File: src/rtl/reg_pipe_pkg.sv
// reg_pipe_pkg
//   Shared constants for the register pipeline: default datapath width and
//   depth, and the width of the occupancy count.
package reg_pipe_pkg;

   localparam int DEF_WIDTH = 8;
   localparam int DEF_DEPTH = 4;

   // Bits needed to count 0..depth valid stages.
   function automatic int occ_width(input int depth);
      return $clog2(depth + 1);
   endfunction

endpackage

File: src/rtl/reg_pipe_word.sv
// reg_word
//   WIDTH-bit register with asynchronous reset, synchronous load enable and
//   synchronous clear. Clear wins over load.
//   CLK   in   clock, rising edge
//   RST   in   asynchronous reset, active-high, loads RST_VAL
//   CLR   in   synchronous clear to RST_VAL
//   LOAD  in   load D on the next edge
//   D     in   WIDTH  next value
//   Q     out  WIDTH  registered value
module reg_word #(
   parameter int               WIDTH   = 8,
   parameter logic [WIDTH-1:0] RST_VAL = '0
) (
   input  logic             CLK,
   input  logic             RST,
   input  logic             CLR,
   input  logic             LOAD,
   input  logic [WIDTH-1:0] D,
   output logic [WIDTH-1:0] Q
);

   logic [WIDTH-1:0] data_d;
   logic [WIDTH-1:0] data_q;

   always_comb begin
      data_d = data_q;
      if (CLR) begin
         data_d = RST_VAL;
      end else if (LOAD) begin
         data_d = D;
      end
   end

   always_ff @(posedge CLK or posedge RST) begin
      if (RST) begin
         data_q <= RST_VAL;
      end else begin
         data_q <= data_d;
      end
   end

   assign Q = data_q;

endmodule

File: src/rtl/reg_pipe.sv
// reg_pipe
//   DEPTH-stage WIDTH-bit register pipeline with valid/ready flow control,
//   bubble collapsing and a synchronous flush.
//   CLK        in   clock, rising edge
//   RST        in   asynchronous reset, active-high
//   CLR        in   synchronous flush, active-high
//   IN_VALID   in   upstream data valid
//   IN_READY   out  pipeline accepts IN_DATA this cycle
//   IN_DATA    in   WIDTH upstream data
//   OUT_VALID  out  last stage valid
//   OUT_READY  in   downstream accepts OUT_DATA
//   OUT_DATA   out  WIDTH last stage data
//   OCCUPANCY  out  number of valid stages
module reg_pipe
   import reg_pipe_pkg::*;
#(
   parameter int               WIDTH   = DEF_WIDTH,
   parameter int               DEPTH   = DEF_DEPTH,
   parameter logic [WIDTH-1:0] RST_VAL = '0
) (
   input  logic                        CLK,
   input  logic                        RST,
   input  logic                        CLR,
   input  logic                        IN_VALID,
   output logic                        IN_READY,
   input  logic [WIDTH-1:0]            IN_DATA,
   output logic                        OUT_VALID,
   input  logic                        OUT_READY,
   output logic [WIDTH-1:0]            OUT_DATA,
   output logic [occ_width(DEPTH)-1:0] OCCUPANCY
);

   localparam int OCC_W = occ_width(DEPTH);

   logic [DEPTH-1:0] v;
   logic [DEPTH:0]   rdy;
   logic [DEPTH-1:0] xfer;
   logic [WIDTH-1:0] d [DEPTH];
   logic [OCC_W-1:0] occ;

   // A stage can take new data if it is empty or its contents move on this
   // cycle; this is what lets empty stages fill behind a stalled output.
   always_comb begin
      rdy        = '0;
      rdy[DEPTH] = OUT_READY;
      for (int i = DEPTH - 1; i >= 0; i--) begin
         rdy[i] = !v[i] || rdy[i+1];
      end
   end

   assign IN_READY = rdy[0] && !CLR;

   always_comb begin
      xfer    = '0;
      xfer[0] = IN_VALID && IN_READY;
      for (int i = 1; i < DEPTH; i++) begin
         xfer[i] = v[i-1] && rdy[i];
      end
   end

   for (genvar g = 0; g < DEPTH; g++) begin : g_stage
      logic [WIDTH-1:0] din;

      if (g == 0) begin : g_first
         assign din = IN_DATA;
      end else begin : g_next
         assign din = d[g-1];
      end

      reg_word #(.WIDTH(WIDTH), .RST_VAL(RST_VAL)) u_data (
         .CLK  (CLK),
         .RST  (RST),
         .CLR  (CLR),
         .LOAD (xfer[g]),
         .D    (din),
         .Q    (d[g])
      );

      // Whenever the stage is ready its valid flag takes the incoming
      // transfer: set on arrival, cleared when the item left with nothing
      // behind it.
      reg_word #(.WIDTH(1), .RST_VAL(1'b0)) u_valid (
         .CLK  (CLK),
         .RST  (RST),
         .CLR  (CLR),
         .LOAD (rdy[g]),
         .D    (xfer[g]),
         .Q    (v[g])
      );
   end

   always_comb begin
      occ = '0;
      for (int i = 0; i < DEPTH; i++) begin
         occ = occ + OCC_W'(v[i]);
      end
   end

   assign OUT_VALID = v[DEPTH-1];
   assign OUT_DATA  = d[DEPTH-1];
   assign OCCUPANCY = occ;

endmodule

File: config.mk
export PLATFORM = sky130hd
export DESIGN_NAME = reg_pipe
export DESIGN_NICKNAME = d
export VERILOG_FILES = /design/src/rtl/reg_pipe_pkg.sv /design/src/rtl/reg_pipe_word.sv /design/src/rtl/reg_pipe.sv
export SDC_FILE = /design/constraint.sdc
export NUM_CORES = 1
export LEC_CHECK = 0
export ABC_CLOCK_PERIOD_IN_PS = 2850
export CAP_MARGIN = 15
export CORE_ASPECT_RATIO = 1.4
export CORE_MARGIN = 8
export CORE_UTILIZATION = 34
export CTS_CLUSTER_SIZE = 25
export DETAILED_ROUTE_END_ITERATION = 6
export PLACE_DENSITY = 0.54
export SLEW_MARGIN = 20
export SYNTH_ARGS = -nofsm -noshare
export SYNTH_HDL_FRONTEND = slang
export SYNTH_HIERARCHICAL = 1
export SYNTH_SLANG_ARGS = --single-unit
File: constraint.sdc
create_clock -name CLK -period 2.85 [get_ports CLK]
set_clock_uncertainty 0.15 [all_clocks]
set_input_delay 0.7125 -clock CLK [delete_from_list [all_inputs] [get_ports CLK]]
set_output_delay 0.7125 -clock CLK [all_outputs]
set_load 0.005 [all_outputs]
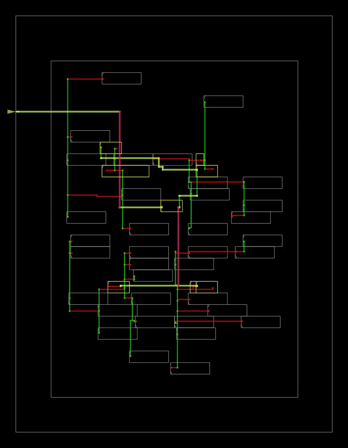
**Above:** clock routing.
clock latency on the worst-skew pair: 0.28 ns
CLK BUF: 6
registers: 36

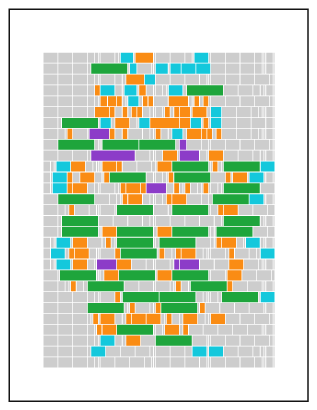
**Above:** placement by cell class.
Scale: 4 px per um. Fill, decap, tap and diode cells in gray.
| class | color | cells |
|---|---|---|
| remaining logic cells | orange | 100 |
| remaining buffers and delay cells | cyan | 34 |
| clock drivers and dummy loads | purple | 8 |
| registers | green | 36 |

==> run notes <==
run results: synthesized chip area reported by yosys 0.00162 mm2, count of unique library cells instantiated by Yosys 14, Setup crit start kind register, launch instance of the worst register-to-register path g_stage[3].u_valid/Q, Final Max Slew Viols 0, number of standard cells in the final layout excluding fillers 240, category of the most critical setup path register to output port, number of nets at floorplan 160, number of buffers on the longest clock path 2, wire length of the first global-routing pass 5310 um, Crit. Startpoint g_stage[3].u_valid/Q, Power Dens Cells 500 mW/mm2, per-cell via count in the routed design 4.53, Worst Min Path Start g_stage[3].u_data/Q[4], leading post-synthesis cells by cell area sky130_fd_sc_hd__dfrtp_1 (56%), sky130_fd_sc_hd__mux2i_1 (22%), sky130_fd_sc_hd__nor2_1 (8.8%), sky130_fd_sc_hd__inv_1 (3.5%), sky130_fd_sc_hd__buf_6 (2.8%), share of layout cells above drive strength 1 10.1%, number of max-capacitance violations reported 0, hpwl dp 2350 um, cell breakdown of the critical path inv_1 > fa_1 > inv_1 > ha_1 > ha_1 > dlygate4sd2_1, maximum clock frequency 0.366 GHz, initial antenna violation count 0, final setup violating endpoints 0, result of the run completed, routed wirelength normalized by instance count 12.8 um, unrepaired setup endpoints after global routing false, required time reported for the critical path endpoint 1.99 ns, instance count after placement with tap cells included 232, via count of the first global-routing pass 1136, total standard cell area after synthesis 0.00162 mm2, synthesis-to-finish area growth 26.8%, Filler cells 461, synthesized area per cell 11.2 um2, clock tree from TritonCTS built, total overflow reported by the global router 0, final weighted congestion of routability-driven global placement 0.702, chip area 0.00725 mm2, Relative slew margins 74.9%, slew at the pin closest to its max-slew limit 0.376 ns, number of nets with antenna violations after routing 0, final count of hold timing violations 0, fraction of the cycle the final worst path needs 96.0%, highest-delay cell along the critical path sky130_fd_sc_hd__fa_1, cell class contributing the biggest share of worst-path delay adder cells, logic area 601 um2, delay of the slowest critical-path stage 0.54 ns, clock slew at the register clock pins of the worst setup and hold paths 0.07 ns, number of vias in the routed layout 1086, count of nets after finishing 193, ys flops 36, vertical die dimension 97.6 um, Layout Utilization 44.9%, time the worst path needs with I/O delays and setup 2.74 ns, wire length after detailed routing 3080 um, IR Drop Worst-Case VDD 0.000298 V, number of warnings reported in the yosys synthesis log 6, biggest area consumer among synthesized cells sky130_fd_sc_hd__dfrtp_1, maximum level of the CTS H-tree 2, post-detailed-route DRC marker count 0, path category of the worst min-delay check register to register, static leakage power 0.991 nW, clock tree root buffer cell sky130_fd_sc_hd__clkbuf_8, total power 0.00103 W, worst endpoint data arrival time 1.87 ns, sequential fraction of the synthesis area 55.7%, Buffers & Inverters on Critical Path 3, Hold Slack 0.366 ns, number of buffer cells added on primary ports 25, Mapped Cells 144, Final Cell Area 0.00205 mm2, horizontal die dimension 74.3 um, Sequential Area 901 um2, antenna cell count 0
-- routing by layer --
layer / vias up / track usage [%] / wire, um
li1: 527 / - / -
met1: 533 / 10.5 / 1270
met2: 22 / 15.8 / 1610
met3: 4 / 3.51 / 163
met4: 0 / 3.64 / 40
met5: - / 0 / 0
-- where the power goes --
part           internal (W)  switching [W]
clock              0.000259       0.000169
combinational     0.0000355      0.0000388
sequential         0.000519     0.00000491
-- worst paths after layout --
path	end	depth (start not counted)	slack, ns
setup / recovery	OCCUPANCY[2]	6	0.11
hold / removal	g_stage[3].u_data/Q[4]	2	0.37
setup reg to reg	g_stage[0].u_data/Q[0]	7	1.07
hold reg to reg	g_stage[3].u_data/Q[4]	2	0.37
max in group asynchronous	g_stage[3].u_data/Q[5]	2	1.53
min in group asynchronous	g_stage[2].u_valid/Q	2	0.63
-- final cells by class --
type / count / share of cell area [%]
well taps: 62 / 3.78
inverters: 15 / 2.74
clock inverters: 2 / 1.71
flip-flops and latches: 36 / 43.9
repair buffers: 34 / 15.1
clock buffers: 6 / 3.54
multi-input cells: 85 / 29.3
-- cells in the mapped netlist, drive strengths merged --
library cell  count
a21boi            1
a21oi             2
and2b             1
and4b             1
buf               8
dfrtp            36
fa                1
ha                2
inv              15
mux2i            36
nand2             2
nand2b            1
nor2             38
-- per-stage QoR --
stage | setup slack, ns | setup TNS (ns)
final | 0.114 | 0
after global routing | 0.00598 | 0
after CTS | 0.0460 | 0
after detailed placement | -0.0664 | -0.0664
after global placement | -0.0561 | -0.0561
after floorplan | 0.537 | 0
-- kinds of logic (layout without fill, tap and decap cells) --
kind of cell | count (synthesis) | count (layout) | share of synthesized area [%]
AND-OR/OR-AND | 3 | 3 | 1.08
adder cells (fa/ha/maj) | 3 | 3 | 2.78
buffers and inverters | 23 | 57 | 7.19
flip-flops | 36 | 36 | 55.7
multiplexers | 36 | 36 | 22.3
AND/OR/NAND/NOR | 43 | 43 | 11.0
-- flip-flops by register name, indices dropped and copies added (netlist names) --
signal,count
g_stage.u_valid/Q,4
g_stage.u_data/Q,32
-- repair_timing --
item,in CTS,in global routing
endpoints found under the hold margin,0,0
resized,5,1
pin swaps,0,0
hold buffers,0,0
endpoints found under the setup margin,4,1
buffers inserted,0,0
cloned,0,0
-- worst reg2reg max path: cells and delay by family (launching register included) --
kind / cells / cell delay, ns
compound gates: 1 / 0.15
flops: 1 / 0.38
simple gates: 2 / 0.26
buf+inv: 3 / 0.50
mux: 1 / 0.22
-- placed cells by master, fill, tap and decap left out, drive strengths merged, types with 3 or more instances in the layout --
cell type / instances
clkbuf: 7
mux2i: 36
dfrtp: 36
buf: 9
dlygate4sd2: 3
clkdlybuf4s50: 21
inv: 15
nor2: 38
Power and IR drop assume default switching activity.
